===== config.mk =====
export PLATFORM = sky130hd
export DESIGN_NAME = carp_prog_loader
export DESIGN_NICKNAME = d
export VERILOG_FILES = /design/src/rtl/carp_loader_pkg.sv /design/src/rtl/carp_loader_word_pack.sv /design/src/rtl/carp_prog_loader.sv
export SDC_FILE = /design/constraint.sdc
export NUM_CORES = 1
export LEC_CHECK = 0
export CORE_MARGIN = 2
export CORE_UTILIZATION = 45
export CTS_BUF_LIST = sky130_fd_sc_hd__clkbuf_8
export DETAILED_ROUTE_END_ITERATION = 10
export SETUP_SLACK_MARGIN = 0.02
export SLEW_MARGIN = 15
export SYNTH_ARGS = -nofsm -noshare
export SYNTH_HDL_FRONTEND = slang
export SYNTH_HIERARCHICAL = 1
export SYNTH_SLANG_ARGS = --single-unit

===== constraint.sdc =====
create_clock -name CLK -period 3.47 [get_ports CLK]
set_clock_uncertainty 0.05 [all_clocks]
set_input_delay 0.347 -clock CLK [delete_from_list [all_inputs] [get_ports CLK]]
set_output_delay 0.347 -clock CLK [all_outputs]
set_load 0.01 [all_outputs]

===== src/rtl/carp_loader_pkg.sv =====
// Shared types and constants for the CARP/EEL program loader.
// Frame layout: MAGIC, LEN_HI, LEN_LO, N x 4 data bytes (big-endian words), CHK.
package carp_loader_pkg;

  typedef enum logic [2:0] {
    ST_IDLE   = 3'd0,
    ST_LEN_HI = 3'd1,
    ST_LEN_LO = 3'd2,
    ST_DATA   = 3'd3,
    ST_CHECK  = 3'd4,
    ST_DONE   = 3'd5,
    ST_ERR    = 3'd6
  } loader_state_t;

  localparam logic [7:0] LOADER_MAGIC_DEFAULT = 8'hA5;
  localparam int         HDR_LEN              = 3;
  localparam int         BYTES_PER_WORD       = 4;

endpackage


===== src/rtl/carp_loader_word_pack.sv =====
// Packs big-endian bytes into 32-bit words; word_valid pulses for one cycle
// after the 4th byte of each word. word_last flags that the current byte completes a word.
module carp_loader_word_pack
  import carp_loader_pkg::*;
(
  input  logic        clk,
  input  logic        rst_n,
  input  logic        clear,
  input  logic        byte_valid,
  input  logic [7:0]  byte_data,
  output logic        word_last,
  output logic        word_valid,
  output logic [31:0] word_data
);

  logic [23:0] shift_q;
  logic [1:0]  byte_cnt;

  assign word_last = (byte_cnt == 2'(BYTES_PER_WORD - 1));

  always_ff @(posedge clk or negedge rst_n) begin
    if (!rst_n) begin
      shift_q    <= '0;
      byte_cnt   <= '0;
      word_valid <= 1'b0;
      word_data  <= '0;
    end else begin
      word_valid <= 1'b0;
      if (clear) begin
        byte_cnt <= '0;
        shift_q  <= '0;
      end else if (byte_valid) begin
        shift_q  <= {shift_q[15:0], byte_data};
        byte_cnt <= byte_cnt + 2'd1;
        if (word_last) begin
          word_valid <= 1'b1;
          word_data  <= {shift_q, byte_data};
        end
      end
    end
  end

endmodule


===== src/rtl/carp_prog_loader.sv =====
// Framed byte-stream program loader: writes words to program memory from
// address 0 and holds the core in reset until a frame passes its XOR checksum.
module carp_prog_loader
  import carp_loader_pkg::*;
#(
  parameter int         ADDR_W = 14,
  parameter logic [7:0] MAGIC  = LOADER_MAGIC_DEFAULT
) (
  input  logic              CLK,
  input  logic              RST_N,
  input  logic [7:0]        RX_DATA,
  input  logic              RX_VALID,
  output logic              RX_READY,
  output logic              PM_WE,
  output logic [ADDR_W-1:0] PM_ADDR,
  output logic [31:0]       PM_WDATA,
  output logic              CPU_RST,
  output logic              LOAD_DONE,
  output logic              LOAD_ERR,
  output loader_state_t     dbg_state
);

  // Handshake: a byte transfers on a rising edge where RX_VALID && RX_READY;
  // RX_READY stays high from the first edge after reset, the loader never stalls.

  loader_state_t     state;
  logic [7:0]        len_hi;
  logic [15:0]       len_q;
  logic [16:0]       word_cnt;
  logic [ADDR_W-1:0] waddr;
  logic [7:0]        xor_q;

  logic        rx_fire;
  logic        frame_start;
  logic        data_byte;
  logic        word_last;
  logic [15:0] len_n;
  logic        len_too_big;

  assign rx_fire     = RX_VALID && RX_READY;
  assign frame_start = rx_fire && (RX_DATA == MAGIC) &&
                       (state == ST_IDLE || state == ST_DONE || state == ST_ERR);
  assign data_byte   = rx_fire && (state == ST_DATA);
  assign len_n       = {len_hi, RX_DATA};
  assign len_too_big = ({16'd0, len_n} > (32'd1 << ADDR_W));
  assign dbg_state   = state;

  carp_loader_word_pack u_pack (
    .clk        (CLK),
    .rst_n      (RST_N),
    .clear      (frame_start),
    .byte_valid (data_byte),
    .byte_data  (RX_DATA),
    .word_last  (word_last),
    .word_valid (PM_WE),
    .word_data  (PM_WDATA)
  );

  always_ff @(posedge CLK or negedge RST_N) begin
    if (!RST_N) begin
      state     <= ST_IDLE;
      RX_READY  <= 1'b0;
      PM_ADDR   <= '0;
      CPU_RST   <= 1'b1;
      LOAD_DONE <= 1'b0;
      LOAD_ERR  <= 1'b0;
      len_hi    <= '0;
      len_q     <= '0;
      word_cnt  <= '0;
      waddr     <= '0;
      xor_q     <= '0;
    end else begin
      RX_READY <= 1'b1;
      case (state)
        ST_IDLE, ST_DONE, ST_ERR: begin
          // Non-magic bytes are dropped without touching state or flags.
          if (frame_start) begin
            state     <= ST_LEN_HI;
            xor_q     <= '0;
            word_cnt  <= '0;
            waddr     <= '0;
            CPU_RST   <= 1'b1;
            LOAD_DONE <= 1'b0;
            LOAD_ERR  <= 1'b0;
          end
        end
        ST_LEN_HI: begin
          if (rx_fire) begin
            len_hi <= RX_DATA;
            xor_q  <= xor_q ^ RX_DATA;
            state  <= ST_LEN_LO;
          end
        end
        ST_LEN_LO: begin
          if (rx_fire) begin
            len_q <= len_n;
            xor_q <= xor_q ^ RX_DATA;
            if (len_n == 16'd0) begin
              state <= ST_CHECK;
            end else if (len_too_big) begin
              state    <= ST_ERR;
              LOAD_ERR <= 1'b1;
            end else begin
              state <= ST_DATA;
            end
          end
        end
        ST_DATA: begin
          if (rx_fire) begin
            xor_q <= xor_q ^ RX_DATA;
            if (word_last) begin
              // PM_ADDR lines up with the write strobe raised by the packer.
              PM_ADDR  <= waddr;
              waddr    <= waddr + 1'b1;
              word_cnt <= word_cnt + 17'd1;
              if (word_cnt + 17'd1 == {1'b0, len_q}) state <= ST_CHECK;
            end
          end
        end
        ST_CHECK: begin
          if (rx_fire) begin
            if (RX_DATA == xor_q) begin
              state     <= ST_DONE;
              LOAD_DONE <= 1'b1;
              CPU_RST   <= 1'b0;
            end else begin
              state    <= ST_ERR;
              LOAD_ERR <= 1'b1;
            end
          end
        end
        default: state <= ST_IDLE;
      endcase
    end
  end

endmodule


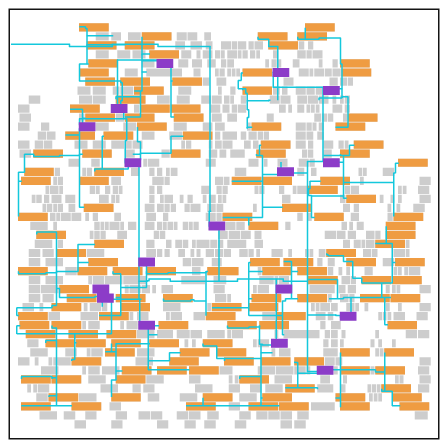
*Clock network drawn from the DEF*
cyan -> clock wires  # length 1780 um
orange -> flip-flops  # count 143
purple -> clock-net drivers  # count 17
routed clock nets = 18

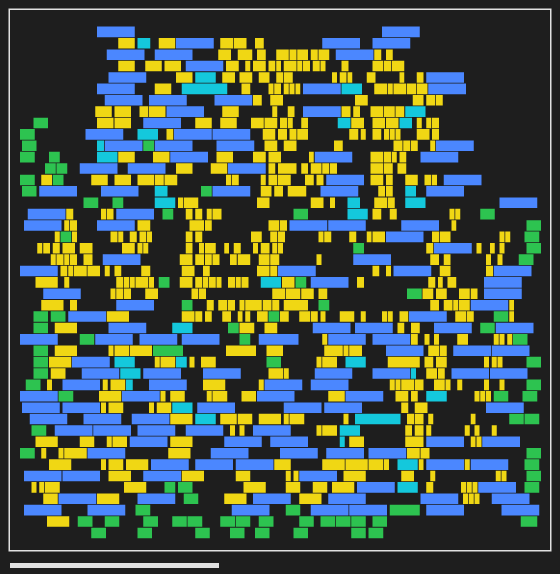
*Cell classes on the final placement*
Bar = 50 um.
yellow -> remaining logic cells  # cells 474, share of their area 40%
green -> remaining buffers and delay cells  # cells 85, share of their area 10%
cyan -> clock drivers and dummy loads  # cells 32, share of their area 4.9%
blue -> registers  # cells 143, share of their area 45%

==> reports/metrics.yaml <==
hold_path_startpoint: "PM_ADDR[13]"
post_dp_cell_area_mm2: 0.00790
biggest_register: "u_pack/word_data"
crit_path_max_fanout: 8
post-synth-top-area-fraction_pct: 50.5
synthTopCellsByCount: "142 x sky130_fd_sc_hd__dfrtp_1, 78 x sky130_fd_sc_hd__nand2_1, 56 x sky130_fd_sc_hd__nor2_1, 52 x sky130_fd_sc_hd__o21ai_0"
lay_top_count: "sky130_fd_sc_hd__dfrtp_1"
cell_depth_of_the_worst_min_delay_path: 2
maximum_number_of_pins_on_one_net_before_global_route_repair: 90
critical-path-top-delay-family: "simple AND/OR/NAND/NOR gates"
synthDominantAreaCellType: "sky130_fd_sc_hd__dfrtp_1"
synth.cellmix.compoundShare_pct: 10.5
gpl.final_weighted_congestion: 0.869
design_area_mm2: 0.00831
syn-mean-instance-area_um2: 10.7
reg2reg_setup_slack_ns: 0.66
layout_worst_path_cycle_share_pct: 80.9
timing.critical_path.slowest_cell_delay_ns: 0.49
ios: 65
combGateArea_mm2: 0.00321
whs_endpoint: "PM_ADDR[13]"
hold_path.class: "reg2reg"
via_per_inst: 5.50
drive_gt1_share_pct: 16.6
crit_path_cell_trace: "ha_1, nand4_1, or3_1, o31ai_1, o21ai_0, nor4_2, o22ai_1"
enable_flop_cells: 0
cellPowerDensity_mw_per_mm2: 572
clock_power_share_pct: 27.9
combinational_power_share_pct: 24.2
cap_viol_max_count: 0
cp-end-kind: "flip-flop"
p_int_mw: 3.20
power.switching_fraction_pct: 32.7
warnings: 26
grt.met1_usage_pct: 29.4
drc_errors: 0
run_status: "completed"
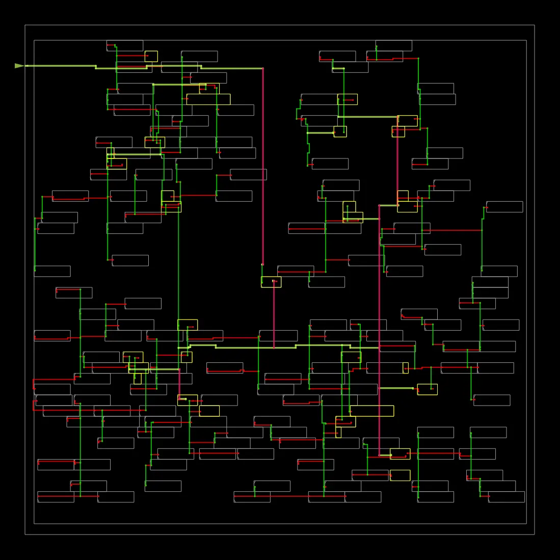
*The clock network*
Sinks on Clock Net: 143
clock buffer count from CTS: 17
count of clock-net buffers in the final layout: 19
Seq Cell Count: 143
Clk. pwr: 1.33 mW

## worst max-delay path by stage
| stage | startpoint | to | slack [ns] | cells after the start |
|---|---|---|---|---|
| after floorplan | RX_DATA[1] | u_pack/word_data[0] | 0.71 | 9 |
| after detailed placement | RX_DATA[1] | u_pack/word_data[22] | 0.41 | 7 |
| final | word_cnt[0] | dbg_state[0] | 0.66 | 7 |
| after global placement | RX_DATA[1] | u_pack/word_data[11] | 0.49 | 7 |
| after global routing | word_cnt[0] | dbg_state[1] | 0.46 | 7 |
| after CTS | word_cnt[0] | dbg_state[1] | 0.73 | 7 |
## per-stage QoR
step                      hold slack [ns]  utilization (%)
after floorplan                   0.00141                -
after global placement              0.410             51.8
after detailed placement            0.418             51.8
after CTS                           0.440             54.4
after global routing                0.460             54.4
final                               0.433             54.4
Power and IR drop assume default switching activity.
